met3.png
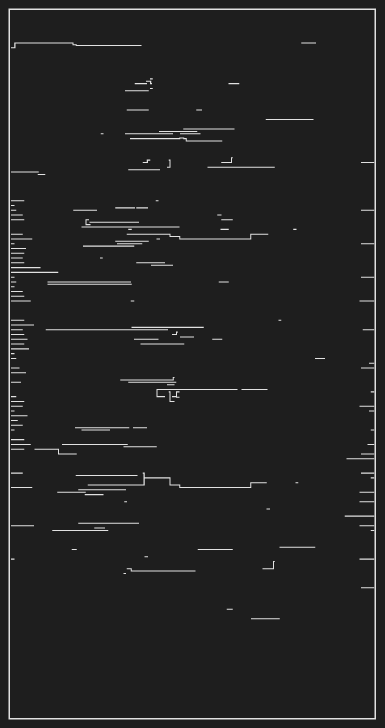
final_placement.png
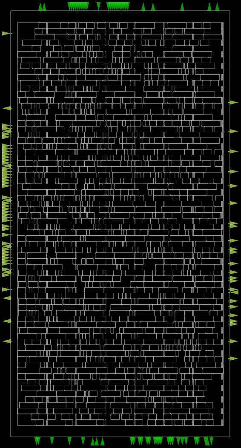
wire_density.png
10 x 20 tiles, from dark blue (low) to red (high), scaled to the fullest tile. Values are wire area over tile area, all layers added.
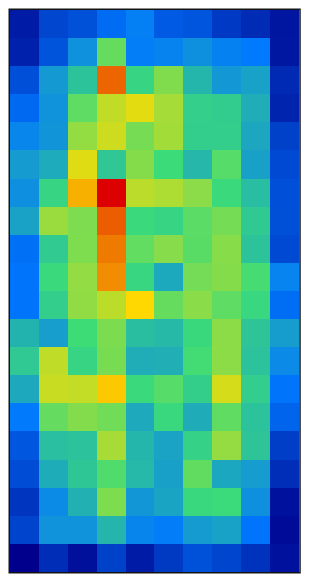
drive_strength.png
Scale bar: 20 um.
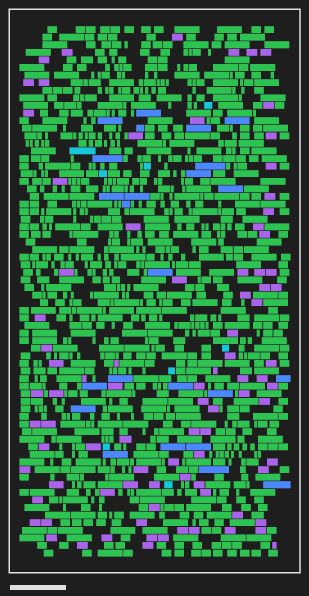
clock_map.png
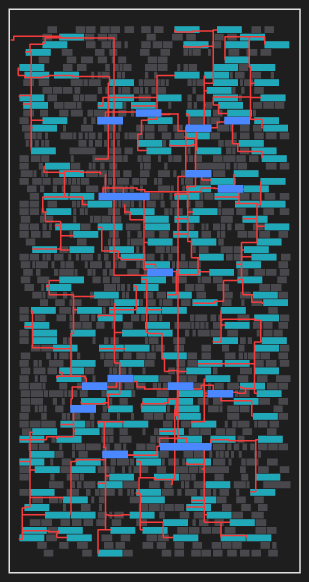
$ cat src/rtl/sort_4.sv
// Three-stage pipelined 4-input unsigned sorting network (ascending order).
// Every register advances only on enabled clock edges, so latency is counted in enabled edges.
module sort_4 #(
    parameter int DATA_W = 16
) (
    input  logic              clk,
    input  logic              rst,
    input  logic              en,
    input  logic [DATA_W-1:0] in1,
    input  logic [DATA_W-1:0] in2,
    input  logic [DATA_W-1:0] in3,
    input  logic [DATA_W-1:0] in4,
    output logic [DATA_W-1:0] small1,
    output logic [DATA_W-1:0] small2,
    output logic [DATA_W-1:0] large1,
    output logic [DATA_W-1:0] large2
);

    function automatic logic [DATA_W-1:0] umin(input logic [DATA_W-1:0] x,
                                               input logic [DATA_W-1:0] y);
        return (x < y) ? x : y;
    endfunction

    function automatic logic [DATA_W-1:0] umax(input logic [DATA_W-1:0] x,
                                               input logic [DATA_W-1:0] y);
        return (x < y) ? y : x;
    endfunction

    logic [DATA_W-1:0] s1_a, s1_b, s1_c, s1_d;
    logic [DATA_W-1:0] s2_a, s2_b, s2_c, s2_d;

    // Stage 1: order each input pair.
    // NOTE: non-blocking assignments keep every stage sampling the previous stage's
    // pre-edge value; blocking here would collapse the pipeline into one cycle.
    always_ff @(posedge clk or posedge rst) begin
        if (rst) begin
            s1_a <= '0;
            s1_b <= '0;
            s1_c <= '0;
            s1_d <= '0;
        end else if (en) begin
            s1_a <= umin(in1, in2);
            s1_b <= umax(in1, in2);
            s1_c <= umin(in3, in4);
            s1_d <= umax(in3, in4);
        end
    end

    // Stage 2: merge the pairs; global min and max are settled here.
    always_ff @(posedge clk or posedge rst) begin
        if (rst) begin
            s2_a <= '0;
            s2_b <= '0;
            s2_c <= '0;
            s2_d <= '0;
        end else if (en) begin
            s2_a <= umin(s1_a, s1_c);
            s2_b <= umax(s1_a, s1_c);
            s2_c <= umin(s1_b, s1_d);
            s2_d <= umax(s1_b, s1_d);
        end
    end

    // Stage 3: order the two middle values into the output registers.
    always_ff @(posedge clk or posedge rst) begin
        if (rst) begin
            small1 <= '0;
            small2 <= '0;
            large1 <= '0;
            large2 <= '0;
        end else if (en) begin
            small1 <= s2_a;
            small2 <= umin(s2_b, s2_c);
            large1 <= umax(s2_b, s2_c);
            large2 <= s2_d;
        end
    end

endmodule

$ cat config.mk
export PLATFORM = sky130hd
export DESIGN_NAME = sort_4
export DESIGN_NICKNAME = d
export VERILOG_FILES = /design/src/rtl/sort_4.sv
export SDC_FILE = /design/constraint.sdc
export NUM_CORES = 1
export LEC_CHECK = 0
export CAP_MARGIN = 20
export CORE_ASPECT_RATIO = 2
export CORE_MARGIN = 3
export CORE_UTILIZATION = 57
export CTS_CLUSTER_DIAMETER = 60
export DETAILED_ROUTE_END_ITERATION = 10
export PLACE_DENSITY_LB_ADDON = 0.05
export RECOVER_POWER = 100
export SLEW_MARGIN = 25
export SYNTH_ARGS = -nofsm -noshare
export SYNTH_HDL_FRONTEND = slang
export SYNTH_SLANG_ARGS = --single-unit
$ cat constraint.sdc
create_clock -name clk -period 8.4 [get_ports clk]
set_clock_uncertainty 0.05 [all_clocks]
set_input_delay 1.26 -clock clk [delete_from_list [all_inputs] [get_ports clk]]
set_output_delay 1.26 -clock clk [all_outputs]
set_load 0.1 [all_outputs]
==> results.toml <==
# synthesis and place-and-route metrics
[synthesis]
top_cells_by_area = "dfrtp_1 (44%), mux2i_1 (15%), ha_1 (8.6%)"
logic_family = "multiplexers"
adder_share = 0.08615
common_cells = "dfrtp_1 (192), mux2i_1 (158), inv_1 (110)"
simple_gate_share = 0.07937
ys_types = 29
synth-edff-count = 0
ys_ff = 192
synthArstFlopShare = 1.000
ys_cells = 971
avgSynthCellArea_sq_um = 11.22
yosysMostFrequentCell = "dfrtp_1"

[detailed_routing]
viasPerCell = 5.922
met1_length_um = 11070
met2WireLength_um = 15260
drtPass1Iterations = 5
routed.top_layer = "met4"

[sta]
setup-tns-final_ns = 0
tightest_slew_ns = 3.273
period_minus_slack_ns = 5.502
period_used_share = 0.6550
slew_violations = 356

[setup_path]
crit_buf_inv = 3
crit_start = "in4[5]"
cp.depth = 9
cp_slowest_cell = "clkbuf_1"
cp_max_fo = 52
r2r_end = "s2_d[0]$_DFFE_PP0P_"
cpPeakStageDelay_ns = 1.84

[final_layout]
utilization = 0.6811
diodes = 0
inverters = 110
final_cell_mix = "dfrtp_1 (192), mux2i_1 (158), inv_1 (109)"
sh_comb_area = 0.4070

[run]
stage_log_warnings = 32
cap_violations = 7

[min_path]
hp-class = "flop to flop"

[clock_tree]
postCtsSetupBuffers = 0
cts-hold-fix-buffers = 0
cts_buffers = 17

[run_status]
failed_checks = "max-capacitance violations, max-slew violations"
status = "finished with violations"

[power]
net-switching-power_mw = 2.133

[die]
fp_util = 0.5867
die_y_um = 201.5
fp.dieW_um = 103.8
pin_count = 131

[placed_design]
pre_cts_slack_ns = 3.895
hpwl_um = 21110
About met3.png:
share of all routed wire: 3.7%
main direction: horizontal
nets with wire on the layer: 127
wire length on this layer: 1050 um

About final_placement.png:
flip-flops: 192
sequential cell area share: 0.3799
num rows: 70

About wire_density.png:
tiles over half the peak: 31%
fullest tile: 0.52
nearly empty tiles: 0.50%
mean over tiles: 0.21
total routed wirelength: 28110 um
gr usage total: 0.2725
per-cell routed wire length: 21.04 um
via count: 7912

About drive_strength.png:
legend:
  cyan:
    size: drive 3 to 4
    cells: 8
  blue:
    size: drive 6 and up
    cells: 24
  green:
    size: drive 1 or less
    cells: 965
  purple:
    size: drive 2
    cells: 87
Area Overhead vs Synth: 16.09%
fin worst setup slack: 2.898 ns
fin area: 12650 sq um
Non-clock buffers: 139

About clock_map.png:
legend:
  blue:
    item: cells driving clock nets
    count: 17
  cyan:
    item: flip-flops
    count: 192
  red:
    item: clock wires
    length: 2260 um
routed clock nets: 18

